**src/rtl/collision_scheduler.sv**
```systemverilog
`timescale 1ns/1ps
`default_nettype none
// ============================================================================
// Module   : collision_scheduler
// Purpose  : Shares one level_rom lookup port among NUM_REQ moving entities.
//            Once per frame it captures every requester's proposed position,
//            probes the four sprite corners against the wall map one lookup
//            at a time, and publishes a per-requester blocked mask.
// Revision : 1.0 - initial release
// ============================================================================
module collision_scheduler #(
    parameter int NUM_REQ    = 4,
    parameter int SPRITE_OFF = 31,
    parameter int X_LIMIT    = 639,
    parameter int Y_LIMIT    = 479
) (
    input  logic                    Clk,
    input  logic                    Reset,
    input  logic                    frame_clk,
    input  logic [2:0]              room,
    input  logic [NUM_REQ-1:0]      req_valid,
    input  logic [NUM_REQ*10-1:0]   req_x,
    input  logic [NUM_REQ*10-1:0]   req_y,
    output logic [9:0]              rom_x,
    output logic [9:0]              rom_y,
    output logic [2:0]              rom_room,
    input  logic                    rom_wall,
    output logic [NUM_REQ-1:0]      blocked,
    output logic                    result_valid,
    output logic                    busy,
    output logic                    overrun
);

    localparam int IDX_W = (NUM_REQ > 1) ? $clog2(NUM_REQ) : 1;

    localparam logic [2:0]       C_IDLE   = 3'd0;
    localparam logic [2:0]       C_ADDR   = 3'd1;
    localparam logic [2:0]       C_SAMPLE = 3'd2;
    localparam logic [2:0]       C_NEXT   = 3'd3;
    localparam logic [2:0]       C_DONE   = 3'd4;

    localparam logic [10:0]      C_OFF    = 11'(SPRITE_OFF);
    localparam logic [10:0]      C_XLIM   = 11'(X_LIMIT);
    localparam logic [10:0]      C_YLIM   = 11'(Y_LIMIT);
    localparam logic [IDX_W-1:0] C_LAST   = IDX_W'(NUM_REQ - 1);

    // Registered state
    logic [2:0]            state_q,   state_d;
    logic                  fclk_q;
    logic [NUM_REQ-1:0]    valid_q,   valid_d;
    logic [NUM_REQ*10-1:0] x_q,       x_d;
    logic [NUM_REQ*10-1:0] y_q,       y_d;
    logic [2:0]            room_q,    room_d;
    logic [IDX_W-1:0]      idx_q,     idx_d;
    logic [1:0]            corner_q,  corner_d;
    logic [NUM_REQ-1:0]    scratch_q, scratch_d;
    logic [NUM_REQ-1:0]    blocked_q, blocked_d;
    logic                  oob_q,     oob_d;
    logic [9:0]            rom_x_q,   rom_x_d;
    logic [9:0]            rom_y_q,   rom_y_d;
    logic [2:0]            rom_room_q, rom_room_d;
    logic                  overrun_q, overrun_d;

    // Combinational helpers
    logic                  w_frame_edge;
    logic [9:0]            w_cur_x;
    logic [9:0]            w_cur_y;
    logic [10:0]           w_sum_x;
    logic [10:0]           w_sum_y;
    logic                  w_oob;
    logic [IDX_W-1:0]      w_next_idx;

    assign w_frame_edge = frame_clk & ~fclk_q;
    assign w_next_idx   = idx_q + IDX_W'(1);

    // Select the latched position of the requester currently being probed
    always_comb begin
        w_cur_x = '0;
        w_cur_y = '0;
        for (int i = 0; i < NUM_REQ; i++) begin
            if (idx_q == i[IDX_W-1:0]) begin
                w_cur_x = x_q[10*i +: 10];
                w_cur_y = y_q[10*i +: 10];
            end
        end
    end

    // Corner address: bit 0 of corner selects the far X, bit 1 the far Y.
    // The 11-bit sums catch both off-screen corners and 10-bit wrap-around.
    always_comb begin
        w_sum_x = {1'b0, w_cur_x} + (corner_q[0] ? C_OFF : 11'd0);
        w_sum_y = {1'b0, w_cur_y} + (corner_q[1] ? C_OFF : 11'd0);
        w_oob   = (w_sum_x > C_XLIM) || (w_sum_y > C_YLIM);
    end

    // Scan sequencer: capture, probe corners, step requesters, publish
    always_comb begin
        state_d    = state_q;
        valid_d    = valid_q;
        x_d        = x_q;
        y_d        = y_q;
        room_d     = room_q;
        idx_d      = idx_q;
        corner_d   = corner_q;
        scratch_d  = scratch_q;
        blocked_d  = blocked_q;
        oob_d      = oob_q;
        rom_x_d    = rom_x_q;
        rom_y_d    = rom_y_q;
        rom_room_d = rom_room_q;
        overrun_d  = overrun_q;

        case (state_q)
            C_IDLE: begin
                if (w_frame_edge) begin
                    valid_d   = req_valid;
                    x_d       = req_x;
                    y_d       = req_y;
                    room_d    = room;
                    scratch_d = '0;
                    idx_d     = '0;
                    corner_d  = 2'd0;
                    state_d   = req_valid[0] ? C_ADDR : C_NEXT;
                end
            end
            C_ADDR: begin
                rom_x_d    = w_sum_x[9:0];
                rom_y_d    = w_sum_y[9:0];
                rom_room_d = room_q;
                oob_d      = w_oob;
                state_d    = C_SAMPLE;
            end
            C_SAMPLE: begin
                if (rom_wall || oob_q) begin
                    // First hit decides the requester; skip its other corners
                    scratch_d[idx_q] = 1'b1;
                    state_d          = C_NEXT;
                end else if (corner_q == 2'd3) begin
                    state_d = C_NEXT;
                end else begin
                    corner_d = corner_q + 2'd1;
                    state_d  = C_ADDR;
                end
            end
            C_NEXT: begin
                corner_d = 2'd0;
                if (idx_q == C_LAST) begin
                    // Mask becomes visible in the same cycle as result_valid
                    blocked_d = scratch_q;
                    state_d   = C_DONE;
                end else begin
                    idx_d   = w_next_idx;
                    state_d = valid_q[w_next_idx] ? C_ADDR : C_NEXT;
                end
            end
            C_DONE: begin
                state_d = C_IDLE;
            end
            default: begin
                state_d = C_IDLE;
            end
        endcase

        if (w_frame_edge && (state_q != C_IDLE)) begin
            overrun_d = 1'b1;
        end
    end

    // State registers with synchronous reset
    always_ff @(posedge Clk) begin
        if (Reset) begin
            state_q    <= C_IDLE;
            fclk_q     <= 1'b0;
            valid_q    <= '0;
            x_q        <= '0;
            y_q        <= '0;
            room_q     <= 3'd0;
            idx_q      <= '0;
            corner_q   <= 2'd0;
            scratch_q  <= '0;
            blocked_q  <= '0;
            oob_q      <= 1'b0;
            rom_x_q    <= 10'd0;
            rom_y_q    <= 10'd0;
            rom_room_q <= 3'd0;
            overrun_q  <= 1'b0;
        end else begin
            state_q    <= state_d;
            fclk_q     <= frame_clk;
            valid_q    <= valid_d;
            x_q        <= x_d;
            y_q        <= y_d;
            room_q     <= room_d;
            idx_q      <= idx_d;
            corner_q   <= corner_d;
            scratch_q  <= scratch_d;
            blocked_q  <= blocked_d;
            oob_q      <= oob_d;
            rom_x_q    <= rom_x_d;
            rom_y_q    <= rom_y_d;
            rom_room_q <= rom_room_d;
            overrun_q  <= overrun_d;
        end
    end

    assign rom_x        = rom_x_q;
    assign rom_y        = rom_y_q;
    assign rom_room     = rom_room_q;
    assign blocked      = blocked_q;
    assign result_valid = (state_q == C_DONE);
    assign busy         = (state_q != C_IDLE);
    assign overrun      = overrun_q;

endmodule
`default_nettype wire

```
**config.mk**
```make
export PLATFORM = sky130hd
export DESIGN_NAME = collision_scheduler
export DESIGN_NICKNAME = d
export VERILOG_FILES = /design/src/rtl/collision_scheduler.sv
export SDC_FILE = /design/constraint.sdc
export NUM_CORES = 1
export LEC_CHECK = 0
export CAP_MARGIN = 5
export CELL_PAD_IN_SITES_DETAIL_PLACEMENT = 1
export CELL_PAD_IN_SITES_GLOBAL_PLACEMENT = 1
export CORE_ASPECT_RATIO = 0.9
export CORE_MARGIN = 3
export CORE_UTILIZATION = 37
export DETAILED_ROUTE_END_ITERATION = 16
export GPL_ROUTABILITY_DRIVEN = 0
export PLACE_DENSITY_LB_ADDON = 0.1
export SYNTH_ARGS = -nofsm -noshare
export SYNTH_HDL_FRONTEND = slang
export SYNTH_SLANG_ARGS = --single-unit
export TNS_END_PERCENT = 50
```
**constraint.sdc**
```tcl
create_clock -name Clk -period 4.15 [get_ports Clk]
set_input_delay 0.415 -clock Clk [delete_from_list [all_inputs] [get_ports Clk]]
set_output_delay 0.415 -clock Clk [all_outputs]
set_load 0.03 [all_outputs]
```
==> impl_metrics.json <==
{
  "via_per_inst": 5.129,
  "crit_arrival_ns": 4.09,
  "yosys_register_bits": 128,
  "critical_path_required_ns": 4.49,
  "dr.pass1.iters": 4,
  "slowest_stage": "ha_1",
  "core-area_um2": 15550,
  "outcome": "finished clean",
  "cts_tree": "done",
  "rr_endpoint": "rom_y[8]",
  "wirelength_um": 18570,
  "power_frac_clock": 0.466,
  "clockRootBuffer": "clkbuf_16",
  "hold_path_end": "rom_room[0]",
  "endpoint_kind": "flip-flop",
  "final-setup-viol-count": 0,
  "remaining_drc_errors": 0,
  "fin_crit_ns": 3.748,
  "setup_tns_ns": 0,
  "timing.rr.start": "idx_q[0]",
  "post_drt_wl_per_cell_um": 16.90,
  "p_per_area_nw_per_um2": 462.0,
  "chipArea_um2": 17580,
  "cap_violations": 0,
  "ys_cells": 787,
  "max_stage_delay_ns": 0.47,
  "num_rows": 43,
  "r2r_slack_ns": 0.40,
  "layout_setup_ws_ns": 0.4020,
  "p_leak_nw": 2.983,
  "p_switching_w": 0.0009520,
  "yosys_warnings": 0
}
-- cell usage after synthesis, types with 2 or more instances --
cell type  instances  share of area
nand2_1          242           0.15
a21oi_1          142           0.12
dfxtp_1          128           0.43
nor2_1            56          0.035
clkbuf_1          33          0.021
o21ai_0           18          0.015
buf_2             17          0.014
ha_1              15          0.032
nor3_1            15          0.013
a211oi_1          12          0.015
inv_1             11         0.0070
nand2b_1          10          0.011
o211ai_1           8          0.010
xnor2_1            7          0.010
mux2i_1            6          0.010
nor2b_1            6         0.0063
nor3b_1            6         0.0076
a21o_1             5         0.0063
o21bai_1           4         0.0051
nand3b_1           3         0.0038
xor2_1             3         0.0044
a2111oi_0          2         0.0030
a211o_1            2         0.0030
a221o_1            2         0.0034
a22oi_1            2         0.0025
a31oi_1            2         0.0021
buf_1              2         0.0013
buf_6              2         0.0038
fa_1               2         0.0068
nand3_1            2         0.0017
-- stage by stage --
stage                     utilization  power [W]  area [um^2]  std cells
after global routing           0.5098   0.003831         7926       1099
final                          0.5098   0.003662         7926       1099
after CTS                      0.5096   0.003701         7924       1099
after global placement         0.4666   0.001964         7254       1067
after floorplan                     -   0.001738         5929        787
after detailed placement       0.4666   0.001984         7254       1067
-- critical path, delay by kind of cell (launching register included) --
family / cells / cell delay (ns)
buffers and inverters: 2 / 0.20
AOI/OAI and AO/OA: 5 / 0.80
and+or+nand+nor: 7 / 1.00
xor gates and xnor gates: 1 / 0.17
DFF: 1 / 0.38
adders and majority gates: 3 / 1.11
-- per-layer routing --
metal / GRT usage / vias to the layer above / wire length [um]
met5: 0 / - / 0
met4: 0.06041 / 0 / 232
met3: 0.04328 / 19 / 522
met2: 0.3940 / 86 / 9732
met1: 0.2488 / 2695 / 8084
li1: - / 2837 / -
-- area by class of cell --
class / count / area [um^2]
clock inverter: 11 / 209.0
tap: 202 / 252.7
inverter: 11 / 41.29
sequential: 128 / 2562
timing repair buffer: 132 / 1301
multi-input combinational: 594 / 3099
fill: 1866 / 7622
clock buffer: 21 / 460.4
-- cell families after synthesis --
kind of cell / share of synthesized area
and+or+nand+nor: 0.2515
AOI/OAI and AO/OA: 0.2019
DFF: 0.4322
buffers and inverters: 0.04727
adders and majority gates: 0.03840
xor gates and xnor gates: 0.01477
muxes: 0.01393
-- placed cells by master, fill, tap and decap left out, types with 11 or more instances in the layout --
cell	n
a211oi_1	12
a21oi_1	142
buf_4	12
clkbuf_16	17
clkdlybuf4s50_1	119
dfxtp_1	128
ha_1	14
inv_1	11
nand2_1	241
nor2_1	55
nor3_1	15
o21ai_0	18
-- worst max-delay path by stage --
stage | slack [ns] | from | cells past startpoint | end
2_1_floorplan | 0.65 | idx_q[0] | 18 | oob_q
3_3_place_gp | 0.69 | idx_q[0] | 17 | oob_q
3_5_place_dp | 0.39 | idx_q[0] | 16 | rom_y[8]
4_1_cts | 0.32 | idx_q[0] | 16 | rom_y[7]
5_1_grt | 0.03 | idx_q[0] | 18 | rom_y[8]
6_report | 0.40 | idx_q[0] | 18 | rom_y[8]
-- timing repair --
action,4_1_cts,5_1_grt
endpoints found under the setup margin,0,1
gates resized,0,1
hold buffers,0,0
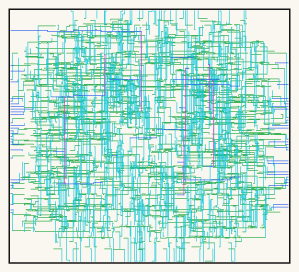
Fig. 1. Signal wires by layer.
Scale: 2 px per um.
green -> metal 1  # wire length 8080 um
blue -> metal 3  # wire length 522 um
magenta -> metal 4  # wire length 233 um
cyan -> metal 2  # wire length 9730 um

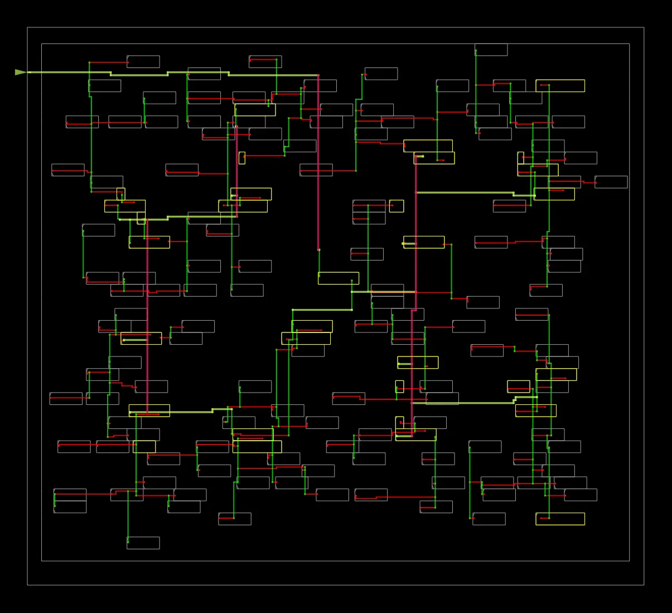
Fig. 2. The clock network.
clk ins delay skew pair: 0.42 ns
clk pwr: 0.00171 W
clock buf count: 21
seq_cells: 128
clock sinks: 128

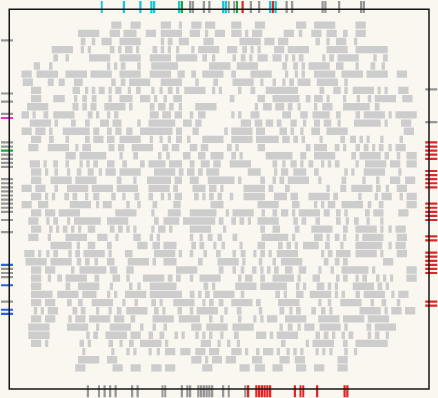
Fig. 3. Pin map.
Scale: 3 px per um. Pins as bars across the die edge, other pins in grey.
blue -> blocked  # pins 4, direction output, edge west
green -> room  # pins 3, direction input, edge 2 north, 1 west
magenta -> Reset  # pins 1, direction input, edge west
red -> req_y  # pins 40, direction input, edge 25 east, 13 south, 2 north
cyan -> rom_x  # pins 10, direction output, edge north
all pins by edge = 34 south, 31 west, 29 north, 27 east
port bufs: 120
die span in x: 139.4 um

Power is estimated from default activity; no workload was simulated.
